<file path="src/rtl/mem_pkg.sv">
// Shared definitions for the two-port memory read arbiter: FSM encoding,
// default widths, port indices and the round-robin winner selection.
package mem_pkg;

    typedef enum logic [1:0] {
        IDLE = 2'd0,
        BUSY = 2'd1,
        DONE = 2'd2
    } state_t;

    localparam int ADDR_W_DEF = 15;
    localparam int DATA_W_DEF = 32;

    localparam logic PORT_IFETCH = 1'b0;
    localparam logic PORT_LOAD   = 1'b1;

    // A lone requester always wins; on a tie the port not served last wins.
    function automatic logic pick_winner(input logic req0, input logic req1,
                                         input logic last_grant);
        logic win;
        if (req0 && req1) begin
            win = ~last_grant;
        end else if (req1) begin
            win = PORT_LOAD;
        end else begin
            win = PORT_IFETCH;
        end
        return win;
    endfunction

endpackage

</file>
<file path="src/rtl/sat_counter.sv">
// Saturating up-counter used for the hit/miss performance statistics.
module sat_counter #(
    parameter int CNT_W = 16
) (
    input  logic             clk,
    input  logic             rst_n,
    input  logic             inc,
    output logic [CNT_W-1:0] count
);

    localparam logic [CNT_W-1:0] CNT_MAX = {CNT_W{1'b1}};
    localparam logic [CNT_W-1:0] CNT_ONE = {{(CNT_W-1){1'b0}}, 1'b1};

    logic [CNT_W-1:0] count_r;

    // Count up on inc, sticking at all-ones.
    always_ff @(posedge clk or negedge rst_n) begin
        if (!rst_n) begin
            count_r <= {CNT_W{1'b0}};
        end else if (inc && (count_r != CNT_MAX)) begin
            count_r <= count_r + CNT_ONE;
        end else begin
            count_r <= count_r;
        end
    end

    assign count = count_r;

endmodule

</file>
<file path="src/rtl/mem_arbiter.sv">
// Round-robin read arbiter sharing one memory hierarchy between the
// instruction-fetch port (0) and the data-load port (1), with hit/miss stats.
module mem_arbiter
    import mem_pkg::*;
#(
    parameter int ADDR_W = ADDR_W_DEF,
    parameter int DATA_W = DATA_W_DEF,
    parameter int CNT_W  = 16
) (
    input  logic              clk,
    input  logic              rst,
    input  logic              req0,
    input  logic              req1,
    input  logic [ADDR_W-1:0] addr0,
    input  logic [ADDR_W-1:0] addr1,
    output logic              done0,
    output logic              done1,
    output logic [DATA_W-1:0] rdata0,
    output logic [DATA_W-1:0] rdata1,
    output logic              hit0,
    output logic              hit1,
    output logic [ADDR_W-1:0] mem_addr,
    output logic              mem_read,
    input  logic [DATA_W-1:0] mem_data,
    input  logic              mem_ready,
    input  logic              mem_hmbar,
    output logic [CNT_W-1:0]  hit_cnt,
    output logic [CNT_W-1:0]  miss_cnt
);

    state_t              state_r;
    state_t              state_s;
    logic                gnt_r;
    logic                last_grant_r;
    logic                win_s;
    logic                grant_s;
    logic                capture_s;
    logic                finish_s;
    logic                mem_read_s;
    logic                hit_sel_s;
    logic                hit_inc_s;
    logic                miss_inc_s;
    logic                mem_read_r;
    logic [ADDR_W-1:0]   mem_addr_r;
    logic                done0_r;
    logic                done1_r;
    logic [DATA_W-1:0]   rdata0_r;
    logic [DATA_W-1:0]   rdata1_r;
    logic                hit0_r;
    logic                hit1_r;

    // FSM state register.
    always_ff @(posedge clk or negedge rst) begin
        if (!rst) begin
            state_r <= IDLE;
        end else begin
            state_r <= state_s;
        end
    end

    // FSM next-state logic; BUSY waits on the hierarchy with no timeout.
    always_comb begin
        state_s = state_r;
        case (state_r)
            IDLE:    state_s = (req0 || req1) ? BUSY : IDLE;
            BUSY:    state_s = mem_ready ? DONE : BUSY;
            DONE:    state_s = IDLE;
            default: state_s = IDLE;
        endcase
    end

    // FSM output decode: per-state strobes and the next MemRead level.
    always_comb begin
        win_s     = pick_winner(req0, req1, last_grant_r);
        grant_s   = 1'b0;
        capture_s = 1'b0;
        finish_s  = 1'b0;
        case (state_r)
            IDLE:    grant_s   = req0 || req1;
            BUSY:    capture_s = mem_ready;
            DONE:    finish_s  = 1'b1;
            default: grant_s   = 1'b0;
        endcase
        mem_read_s = (state_s == BUSY);
    end

    // Grant latch, hierarchy drive, per-port read capture and done pulses.
    always_ff @(posedge clk or negedge rst) begin
        if (!rst) begin
            gnt_r        <= PORT_IFETCH;
            last_grant_r <= PORT_LOAD;
            mem_read_r   <= 1'b0;
            mem_addr_r   <= {ADDR_W{1'b0}};
            done0_r      <= 1'b0;
            done1_r      <= 1'b0;
            rdata0_r     <= {DATA_W{1'b0}};
            rdata1_r     <= {DATA_W{1'b0}};
            hit0_r       <= 1'b0;
            hit1_r       <= 1'b0;
        end else begin
            mem_read_r <= mem_read_s;
            done0_r    <= capture_s && (gnt_r == PORT_IFETCH);
            done1_r    <= capture_s && (gnt_r == PORT_LOAD);
            if (grant_s) begin
                gnt_r      <= win_s;
                mem_addr_r <= (win_s == PORT_LOAD) ? addr1 : addr0;
            end
            if (capture_s && (gnt_r == PORT_IFETCH)) begin
                rdata0_r <= mem_data;
                hit0_r   <= mem_hmbar;
            end
            if (capture_s && (gnt_r == PORT_LOAD)) begin
                rdata1_r <= mem_data;
                hit1_r   <= mem_hmbar;
            end
            if (finish_s) begin
                last_grant_r <= gnt_r;
            end
        end
    end

    // Statistics are bumped as DONE is left, from the port's captured flag.
    always_comb begin
        hit_sel_s  = (gnt_r == PORT_LOAD) ? hit1_r : hit0_r;
        hit_inc_s  = finish_s && hit_sel_s;
        miss_inc_s = finish_s && !hit_sel_s;
    end

    sat_counter #(.CNT_W(CNT_W)) u_hit_cnt (
        .clk   (clk),
        .rst_n (rst),
        .inc   (hit_inc_s),
        .count (hit_cnt)
    );

    sat_counter #(.CNT_W(CNT_W)) u_miss_cnt (
        .clk   (clk),
        .rst_n (rst),
        .inc   (miss_inc_s),
        .count (miss_cnt)
    );

    assign mem_read = mem_read_r;
    assign mem_addr = mem_addr_r;
    assign done0    = done0_r;
    assign done1    = done1_r;
    assign rdata0   = rdata0_r;
    assign rdata1   = rdata1_r;
    assign hit0     = hit0_r;
    assign hit1     = hit1_r;

endmodule

</file>
<file path="config.mk">
export PLATFORM = sky130hd
export DESIGN_NAME = mem_arbiter
export DESIGN_NICKNAME = d
export VERILOG_FILES = /design/src/rtl/mem_pkg.sv /design/src/rtl/sat_counter.sv /design/src/rtl/mem_arbiter.sv
export SDC_FILE = /design/constraint.sdc
export NUM_CORES = 1
export LEC_CHECK = 0
export ABC_AREA = 1
export ABC_CLOCK_PERIOD_IN_PS = 2100
export CORE_ASPECT_RATIO = 2
export CORE_UTILIZATION = 49
export DETAILED_ROUTE_END_ITERATION = 8
export GPL_TIMING_DRIVEN = 1
export PLACE_DENSITY_LB_ADDON = 0.12
export SLEW_MARGIN = 10
export SYNTH_ARGS = -nofsm -noshare
export SYNTH_HDL_FRONTEND = slang
export SYNTH_SLANG_ARGS = --single-unit
</file>
<file path="constraint.sdc">
create_clock -name clk -period 2.1 [get_ports clk]
set_input_delay 0.21 -clock clk [delete_from_list [all_inputs] [get_ports clk]]
set_output_delay 0.21 -clock clk [all_outputs]
set_load 0.005 [all_outputs]
</file>
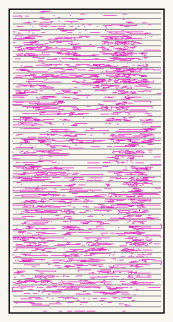
layer_met1.png
Scale: 2 px per um. Supply wires on this layer in gray.
wire length on this layer: 5310 um
share of all routed wire: 37%

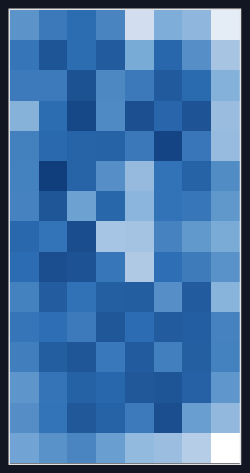
cell_density.png
Scale: 3 px per um. The die is cut into 8 by 15 equal tiles; white is low, dark blue is high, 0 to 100% covered.
tiles over 75% full: 40%
mean over tiles: 67%
fullest tile: 95%
nearly empty tiles: 0.80%

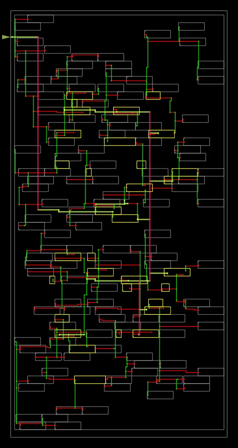
clocks.png
Layout Skew: 0.01175 ns
TritonCTS Buffers: 17
clock group total power: 2900 uW
CTS sink count: 120

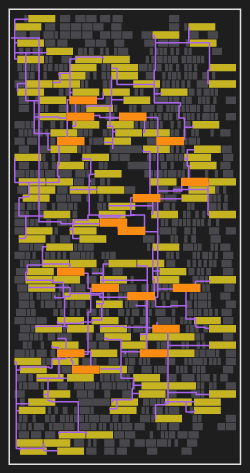
clk_routes.png
Scale: 3 px per um.
[flip-flops] yellow | count: 120
[clock wires] purple | length: 1540 um
[clock drivers] orange | count: 17
routed clock nets: 18

cells in the mapped netlist (all sizes together) (2+ instances only):
library cell | count | area [um2]
nand2 | 239 | 924.6
clkbuf | 6 | 22.52
dfrtp | 119 | 2978
nor2 | 56 | 235.2
ha | 2 | 25.02
o21ai | 79 | 402.9
nand3 | 17 | 90.09
nand4 | 15 | 93.84
buf | 16 | 157.7
a31oi | 15 | 93.84
o21bai | 2 | 15.01
nand3b | 3 | 22.52
xnor2 | 10 | 87.58
inv | 66 | 247.7
cell families (layout without fill, tap and decap cells):
logic type	after synthesis	in the layout
and+or+nand+nor	331	331
DFF	120	120
AOI/OAI and AO/OA	97	97
buffers and inverters	89	289
xor gates and xnor gates	10	10
adders and majority gates	2	2
state kept, by name, summed over array words and instances (netlist names):
signal            cells
u_miss_cnt.count     16
rdata1               32
rdata0               32
done0                 1
hit0                  1
gnt_r                 1
last_grant_r          1
u_hit_cnt.count      16
state_r               2
mem_read              1
done1                 1
mem_addr             15
hit1                  1
power by group through the flow:
stage / clock, uW / combinational, uW / sequential, uW
6_report: 2900 / 3340 / 3730
5_1_grt: 3040 / 3700 / 3840
4_1_cts: 2940 / 3380 / 3730
3_5_place_dp: 0 / 3360 / 3750
3_3_place_gp: 0 / 3270 / 3720
2_1_floorplan: 0 / 1280 / 3720
cells in the final DEF (no fill, tap or decap), drive strengths merged:
cell,n
nand2,239
clkdlybuf4s50,182
dfrtp,119
o21ai,79
inv,67
nor2,56
clkbuf,21
nand3,17
nand4,15
a31oi,15
xnor2,10
buf,7
clkinv,6
nand3b,3
clkinvlp,3
o21bai,2
ha,2
bufinv,2
nor3,1
a21boi,1
dlygate4sd3,1
dfstp,1
worst register-to-register path: stages, from the launching register on:
cell                       delay [ns]
sky130_fd_sc_hd__dfrtp_1         0.46
sky130_fd_sc_hd__ha_1            0.30
sky130_fd_sc_hd__nand3_2         0.12
sky130_fd_sc_hd__inv_1           0.06
sky130_fd_sc_hd__nand2_2         0.09
sky130_fd_sc_hd__inv_2           0.05
sky130_fd_sc_hd__a21boi_2        0.48
sky130_fd_sc_hd__nand2_1         0.13
sky130_fd_sc_hd__nand2_1         0.08
routing by layer:
metal / track usage [%] / vias up / routed length (um) / share of wire (%)
met5: 0 / - / 0 / 0
met3: 6.205 / 43 / 824 / 5.8
met1: 27.99 / 2352 / 5311 / 37
li1: - / 2431 / - / -
met2: 47.16 / 184 / 7589 / 53
met4: 15.38 / 0 / 582 / 4.1
per-stage QoR:
stage | hold WS (ns) | area, um2 | setup slack, ns | cells
finish | 0.3469 | 7948 | 0.2626 | 989
CTS | 0.3562 | 7948 | 0.2754 | 989
detailed placement | 0.2596 | 7337 | 0.1682 | 956
global route | 0.3856 | 7948 | 0.08821 | 989
global placement | 0.2552 | 7337 | 0.2674 | 956
floorplan | -0.08559 | 5449 | 0.6309 | 649
repair_timing:
action / in CTS / in global routing
endpoints found under the setup margin: 0 / 0
hold buffers: 1 / 0
hold endpoints to repair: 41 / 0
==> notes.md <==
Summary of the current implementation state.

- The run finished with clean final reports.
- After floorplanning, the core was divided into 54 placement rows.
- The minimum period implied by the final worst setup slack is 1.837 ns, for reference.
- The overall routing resource usage is 26.31%, for reference.
- The number of buffer and inverter stages on the critical path is 2, for reference.
- The worst endpoint required time is 2.44 ns, for reference.
- The aggregate global routing overflow is 0, for reference.
- The count of cells along the worst register-to-register path is 8, for reference.
- The cell total in the yosys stat output is 649, for reference.
- After its last routability iteration, the placer logged a weighted congestion of 0.9625.
- The flow reports an fmax of 544.3 MHz.
- The cell-internal power is 6953 uW, for reference.
- The switching power share of the total is 30.24%, for reference.
- The final layout contains 906 nets.
- Setup repair after global routing left no endpoint under its margin.
- The number of tap instances is 140, for reference.
- The inverter count of the layout excluding clock inverters is 67, for reference.
- The setup path with the least slack is of type reg -> reg.
- The layout summary lists the proportion of cells stronger than drive strength 1 as 7.656%.
- The final hold violation count is 0, for reference.
- The kind of start point of the critical path is a flip-flop, for reference.
- Counting every instance in the synthesized netlist gives 649.
- The chip area line in the Yosys stat output reads 0.005449 mm2.
- The number of gates resized after CTS was 0.
Power figures rest on the tool's default switching activity, not on a simulated workload.
